Design frog_hop_ctrl, sky130hd; sources not shown.
Fig. 1: run 1, supply network
Pins as bars on the die edge. Tap cells in grey.
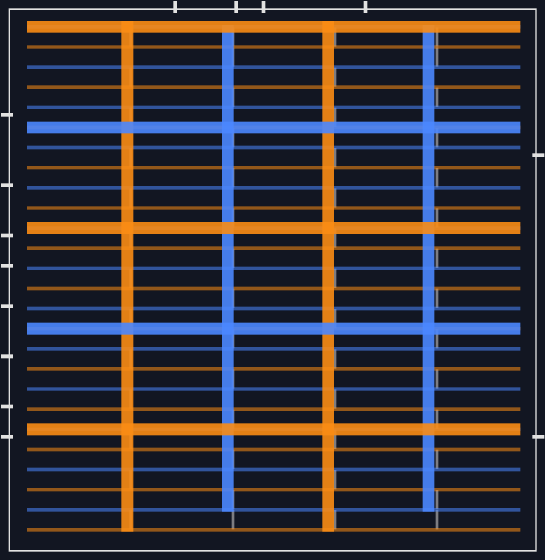
| net | colour |
|---|---|
| VSS | orange |
| VDD | blue |
signal pins: 14
tap cells: 54
met1 rails: 26
met5 straps: 5
met4 straps: 4
Chip Height: 73 µm
Chip Width: 71 µm

Fig. 2: run 1, met2 routing
Scale bar: 20 µm.
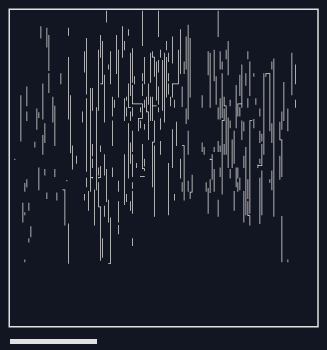
wire length on this layer: 1340 µm
main direction: vertical
longest straight run: 36.4 µm
routing usage on met2: 18.69%
via count: 1157
Total Wirelength: 2.821 mm

Fig. 3: run 1, clock distribution
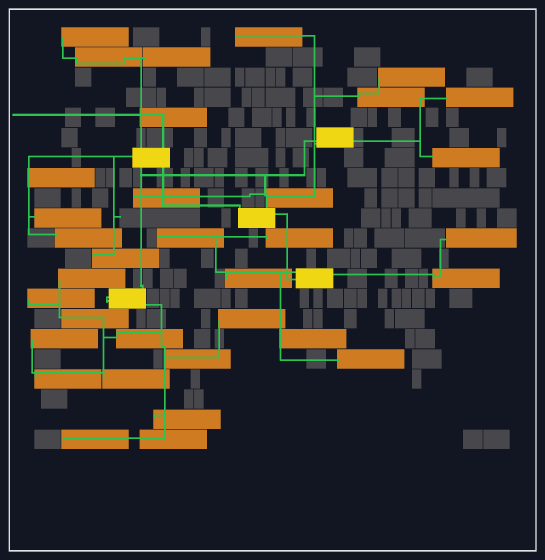
[clock wires] green | length: 470 µm
[clock drivers] yellow | count: 5
[flip-flops] orange | count: 34
routed clock nets: 6
clk_lat worst skew: 0.28 ns
clk_skew: 0.004619 ns
Clock Power: 0.848 mW
Clk pwr share: 37.8%

==> impl_metrics.csv, run 1 <==
group,metric,value,unit
cts,cts_resized,0,
placement,port_buffers,13,
route,dr.pass1.iters,4,
critical_path,worstSetupPathType,"register to register",
floorplan,initCoreUtil,32.94,%
power,leakagePower,1.022,nW
worst_hold_path,hold_path_class,"primary input to asynchronous set/reset pin",
cts,tritoncts,"done",
critical_path,path_cells,"inv_2 -> ha_4 -> nand2_2 -> nor2_2 -> nand2_2 -> nand2_2 -> nand2_1 -> nand2_1 -> nand2_1 -> nand2_2 -> inv_2 -> nand2_2 -> nor2_1",
sta,fmax,666.3,MHz
global_routing,grt_antenna_before_repair,0,
sta,rsz0062_at_grt,"true",
critical_path,path_delay_family,"simple AND/OR/NAND/NOR gates",
cts,cts_buffer_depth,2,
power,power.total,2.243,mW
critical_path,worstSetupEndpointType,"register",
final_layout,clock_area_share,5.600,%
power,p_int,1.637,mW
synthesis,largest_area_cell,"dfrtp_1",
critical_path,required,1.68,ns
final_layout,largest_reg_flops,8,
critical_path,start_kind,"register",
cts,path_clk_slew,0.07,ns
sta,final-setup-viol-count,1,
global_routing,gr-total-overflow,0,
power,p_seq_share,45.1,%
sta,min_period_over_period,100.1,%
synthesis,ys.flops,34,
floorplan,core,4536,µm²
critical_path,r2r_slack,-0.0008,ns
route,via_per_inst,4.450,
power,switching_share,27.01,%
final_layout,largest_class,"registers",
final_layout,fin_nets,215,
floorplan,taps,54,
global_routing,grt_pass1_wl,4.947,mm
run_status,status,"finished with violations",
final_layout,syn2layout_area_growth,36.10,%
synthesis,yosysWarnings,0,
global_routing,top_usage_layer,"met2",
final_layout,clkbuf_count,5,
final_layout,layout.nonclk_buf_share,13.60,%
route,drtAntennaViolNets,0,
floorplan,ios,14,
placement,finalWeightedCongestion,0.8693,
sta,worst_slew_pin_slew,0.4267,ns
global_routing,grtUsageTotal,12.23,%
global_routing,grt_max_degree,35,
critical_path,cpMostUsedCell,"nand2_2",
synthesis,synth_cell_types,22,
final_layout,final-seq-area,852.1,µm²
run_status,violations,"negative setup slack",
global_routing,grt_pass1_vias,1131,
critical_path,rr_worst_depth,13,
final_layout,inverters,30,
synthesis,synth_seq_share,56.95,%
power,combPwrFrac,17.1,%
final_layout,n_antenna_cell,0,
sta,fin_ws,-0.0007599,ns
critical_path,worst-path-buf-inv,2,
final_layout,drive_gt1_share,31.55,%
synthesis,top_cell_area_share,56.95,%
synthesis,edf_count,0,
critical_path,cp.arrival,1.68,ns
power,vdd_drop_max,826.3,µV
global_routing,grt_use_met1,15.98,%
cts,cts.sinks,34,
critical_path,crit_fanout,4,
synthesis,yosysMostFrequentCell,"dfrtp_1",
synthesis,ys_area,1494,µm²
route,post-route-drc-count,0,
power,switching_power,0.6057,mW
synthesis,netlist_area,1494,µm²
synthesis,syn_avg_cell_area,8.892,µm²
job,warning_count,28,
critical_path,cp.depth,13,
synthesis,top_cells_by_area,"dfrtp_1, nand2_1, inv_1, nand3_1, nor2_1",
floorplan,die_area,5183,µm²
sta,maxSlewViolCount,0,
route,drtIter0Drc,48,
cts,cts-buffers-inserted,5,
job,max_cap_viol_count,0,
final_layout,logic_gate_count,103,
critical_path,max_stage_delay,0.39,ns
sta,fin_crit,1.501,ns
synthesis,synthTopCellsByCount,"dfrtp_1, nand2_1, inv_1",
[run 1: metal layers]
metal	up-vias	wire length [µm]
li1	596	-
met1	544	1367
met2	15	1342
met3	2	99
met4	0	12
met5	-	0
[run 1: placed cells by master (no fill, tap or decap), types with 2 or more instances in the layout]
| cell | count |
|---|---|
| buf_6 | 3 |
| clkbuf_8 | 5 |
| nand2_1 | 27 |
| nand3_2 | 4 |
| a21oi_1 | 2 |
| xor2_1 | 2 |
| dfrtp_1 | 33 |
| buf_4 | 15 |
| nand3_1 | 14 |
| inv_1 | 23 |
| nor2_1 | 14 |
| o21ai_0 | 5 |
| clkinvlp_4 | 2 |
| nand4_1 | 2 |
| o21ai_1 | 2 |
| nor2_4 | 6 |
| inv_2 | 7 |
| a21oi_2 | 2 |
| nand2_2 | 8 |
| clkdlybuf4s50_1 | 13 |
| nor2_2 | 6 |
[run 1: logic make-up (layout without fill, tap and decap cells)]
group | after synthesis | after routing | share of synthesized area, %
AOI/OAI and AO/OA | 13 | 13 | 4.858
xor gates and xnor gates | 2 | 2 | 1.173
adders and majority gates | 2 | 2 | 1.675
buffers and inverters | 31 | 69 | 8.291
DFF | 34 | 34 | 56.95
and+or+nand+nor | 86 | 86 | 27.05
[run 1: per-stage QoR]
step	util (%)	std cells	area, µm²
final	44.83	260	2033
after floorplan	-	168	1494
after detailed placement	39.53	249	1793
after global routing	44.83	260	2033
after CTS	42.04	257	1907
after global placement	39.53	249	1793
[run 1: power by group through the flow]
stage / Clock (mW) / Combinational [mW] / Sequential (mW)
3_5_place_dp: 0 / 0.320 / 1.02
5_1_grt: 0.925 / 0.436 / 1.02
4_1_cts: 0.877 / 0.322 / 1.00
2_1_floorplan: 0 / 0.187 / 1.02
3_3_place_gp: 0 / 0.319 / 1.02
6_report: 0.848 / 0.384 / 1.01
Fig. 4: run 1, cells coloured by class
Scale bar: 20 µm. Fill, decap, tap and diode cells in grey.
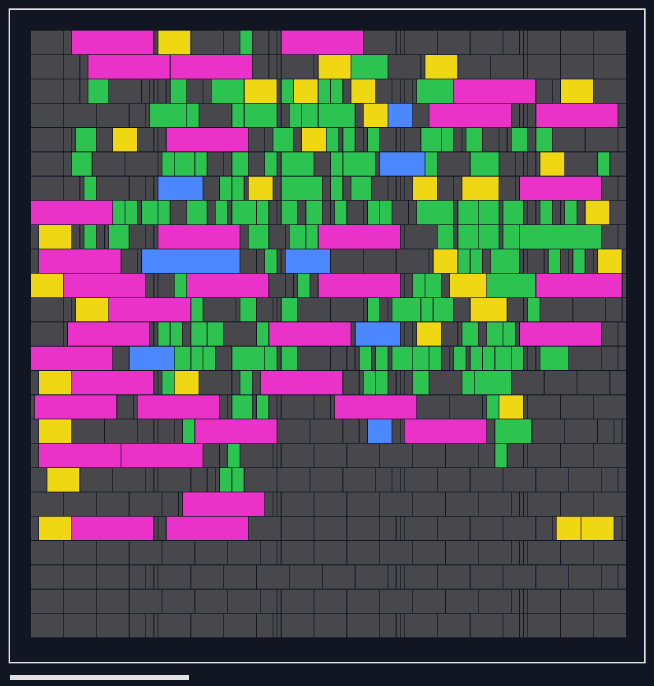

==> run 1 -> run 2 <==
--- a/config.mk
+++ b/config.mk
@@ -7,11 +7,11 @@
 export LEC_CHECK = 0
 export ABC_AREA = 1
 export ABC_CLOCK_PERIOD_IN_PS = 1500
-export CORE_AREA = 2 2 69 71
-export CTS_CLUSTER_DIAMETER = 50
+export CORE_AREA = 2 2 58 115
+export CTS_CLUSTER_DIAMETER = 120
 export CTS_CLUSTER_SIZE = 24
 export DETAILED_ROUTE_END_ITERATION = 10
-export DIE_AREA = 0 0 71 73
+export DIE_AREA = 0 0 60 117
 export SYNTH_ARGS = -nofsm -noshare
 export SYNTH_HDL_FRONTEND = slang
 export SYNTH_SLANG_ARGS = --single-unit
Fig. 5: run 2, cells coloured by class
Scale bar: 20 µm. Fill, decap, tap and diode cells in grey.
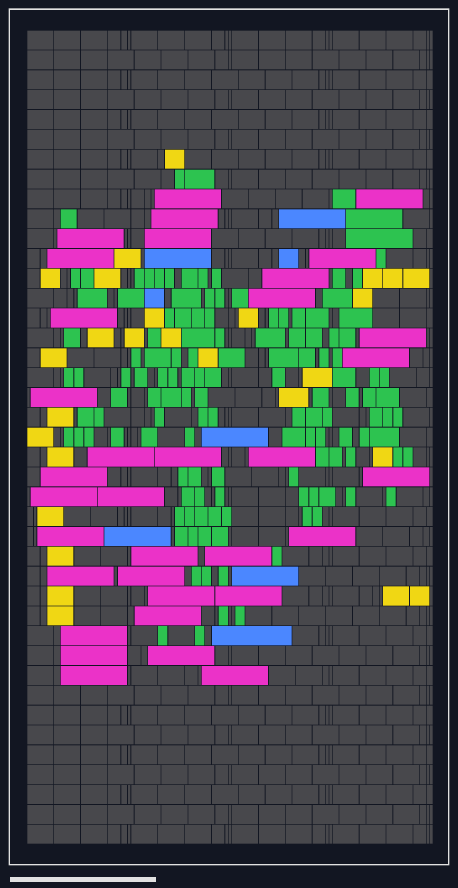
| class | colour | cells |
|---|---|---|
| other buffers and delay cells | yellow | 27 |
| clock drivers and dummy loads | blue | 8 |
| combinational and other logic | green | 133 |
| flops | magenta | 34 |
row count: 41
post-layout util: 33.84%
core region area: 6207 µm²
post-route cell area: 2101 µm²
Seq area share: 40.50%

Fig. 6: run 2, met2 routing
Scale bar: 20 µm.
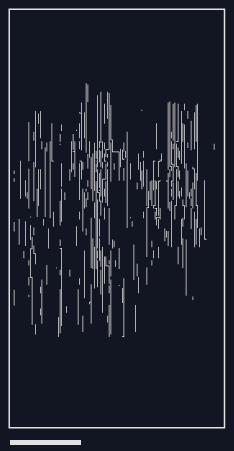
longest straight run: 26.9 µm
share of all routed wire: 53%
Total Wirelength: 2.978 mm
routing usage on met2: 16.30%

==> run 2 against run 1 <==
Against the previous run:
- the run now ends clean
- core utilization decreased by 11 points
- sequential power hardly changed
- register-to-register slack gained 0.03 ns
- clock skew down 0.0016 ns
- wire length grew 5.6%
- die size grew 35%
- critical endpoint is now hop_cnt_q[2]
==> impl_metrics.csv, run 2 <==
group,metric,value,unit
power,power.total,2.574,mW
power,p_clk_share,44.8,%
cts,cts_buffer_depth,2,
sta,skew,0.003047,ns
critical_path,cpMostUsedCell,"nand2_2",
synthesis,ys.flops,34,
critical_path,r2r_slack,0.03,ns
critical_path,max_stage_delay,0.37,ns
cts,cts.sinks,34,
global_routing,grt_max_degree,35,
power,p_int,1.934,mW
synthesis,ys_area,1494,µm²
job,warning_count,29,
global_routing,grtUsageTotal,9.739,%
placement,port_buffers,13,
synthesis,synth_seq_share,56.95,%
sta,fin_crit,1.469,ns
floorplan,initCoreUtil,24.07,%
cts,tritoncts,"done",
global_routing,grt_pass1_wl,5.050,mm
final_layout,largest_reg_flops,8,
route,dr.pass1.iters,4,
critical_path,path_cells,"inv_2 -> ha_4 -> nand2_2 -> nor2_2 -> nand2_2 -> nor2_4 -> nor2_4 -> buf_6 -> nand2_2 -> a21oi_2 -> o21ai_1",
synthesis,synth_cell_types,22,
power,vdd_drop_max,767.3,µV
synthesis,yosysMostFrequentCell,"dfrtp_1",
critical_path,required,1.66,ns
job,max_cap_viol_count,0,
sta,finalHoldViolations,0,
cts,cts-buffers-inserted,5,
run_status,status,"completed",
floorplan,ios,14,
placement,dpl.hpwl,2.095,mm
sta,worst_slew_pin_slew,0.4253,ns
synthesis,edf_count,0,
placement,placed_area,1803,µm²
synthesis,top_cells_by_area,"dfrtp_1, nand2_1, inv_1, nand3_1, nor2_1",
synthesis,netlist_area,1494,µm²
worst_hold_path,hold_path_class,"primary input to asynchronous set/reset pin",
placement,finalWeightedCongestion,0.8334,
route,drtAntennaViolNets,0,
critical_path,start_kind,"register",
power,switching_share,24.87,%
critical_path,rr_worst_depth,11,
critical_path,cp.depth,11,
global_routing,grt_pass1_vias,1182,
critical_path,cp.arrival,1.63,ns
sta,maxSlewViolCount,0,
synthesis,syn_avg_cell_area,8.892,µm²
critical_path,worstSetupPathType,"register to register",
synthesis,top_cell_area_share,56.95,%
sta,final-setup-viol-count,0,
power,switching_power,0.6402,mW
synthesis,synthTopCellsByCount,"dfrtp_1, nand2_1, inv_1",
critical_path,path_delay_family,"simple AND/OR/NAND/NOR gates",
sta,fmax,680.6,MHz
synthesis,syn_inst,168,
synthesis,largest_area_cell,"dfrtp_1",
route,drtIter0Drc,14,
sta,fin_ws,0.03063,ns
cts,path_clk_slew,0.05,ns
power,p_seq_share,39.3,%
final_layout,syn2layout_area_growth,40.62,%
power,combPwrFrac,15.9,%
sta,min_period_over_period,97.96,%
global_routing,gr-total-overflow,0,
route,num_vias,1181,
critical_path,worst-path-buf-inv,2,
final_layout,lay_top_cells,"dfrtp_1, nand2_1, inv_1",
cts,clk_latency,0.28,ns
power,leakagePower,1.019,nW
critical_path,worstSetupEndpointType,"register",
synthesis,yosysWarnings,0,
critical_path,crit_fanout,4,
route,via_per_inst,4.101,
global_routing,grt_antenna_before_repair,0,
final_layout,fin_nets,211,
Fig. 7: run 2, supply network
Pins as bars on the die edge. Tap cells in grey.
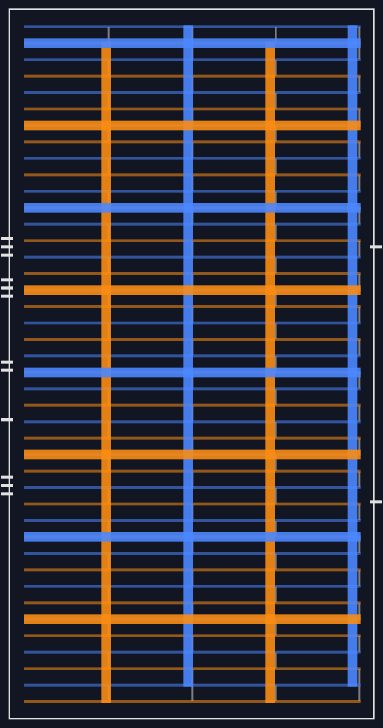
| net | colour |
|---|---|
| VDD | blue |
| VSS | orange |
tap cells: 86
rows: 41
signal pins: 14
met5 straps: 8
met1 rails: 42
Chip Height: 117 µm
Chip Width: 60 µm

## run 2: cell counts after synthesis
No cell type changed its count.
## run 2: area by class of cell
type | instances | area, µm²
Fill cell | 643 | 4106
Timing Repair Buffer | 27 | 242.7
Tap cell | 86 | 107.6
Clock buffer | 5 | 125.1
Clock inverter | 3 | 45.04
Multi-Input combinational cell | 103 | 616.8
Sequential cell | 34 | 850.8
Inverter | 30 | 112.6
## run 2: logic make-up after synthesis
group,after synthesis,synth area share [%]
flops,34,56.95
fa+ha+maj,2,1.675
xor+xnor,2,1.173
simple gates,86,27.05
compound gates,13,4.858
buf+inv,31,8.291
## run 2: stage by stage
stage | util (%) | std cells
finish | 33.84 | 288
global placement | 29.05 | 277
CTS | 32.55 | 287
floorplan | - | 168
global route | 33.84 | 288
detailed placement | 29.05 | 277
## run 2: worst reg2reg max path: stages, from the launching register on
cell and delay [ns]:
dfrtp_1 0.37, inv_2 0.06, ha_4 0.15, nand2_2 0.06, nor2_2 0.03, nand2_2 0.12, nor2_4 0.06, nor2_4 0.14
buf_6 0.12, nand2_2 0.05, a21oi_2 0.11, o21ai_1 0.07
## run 2: what timing repair did
item | in CTS | in global routing
pin swaps | 5 | 6
setup endpoints to repair | 6 | 17
resized | 9 | 21
setup buffers | 2 | 1
## run 2: metal layers
metal / up-vias / GRT usage (%) / part of all wire (%)
met5: - / 0 / 0
met4: 0 / 4.444 / 2.1
met3: 7 / 3.407 / 5.1
met2: 29 / 16.30 / 53
met1: 559 / 10.79 / 40
li1: 586 / - / -
## run 2: power groups by stage
stage	logic (mW)	clock network, mW	registers, mW
detailed placement	0.317	0	1.02
CTS	0.350	1.19	1.01
global placement	0.310	0	1.02
finish	0.409	1.15	1.01
global route	0.452	1.24	1.02
floorplan	0.187	0	1.02
Power figures rest on the tool's default switching activity, not on a simulated workload.
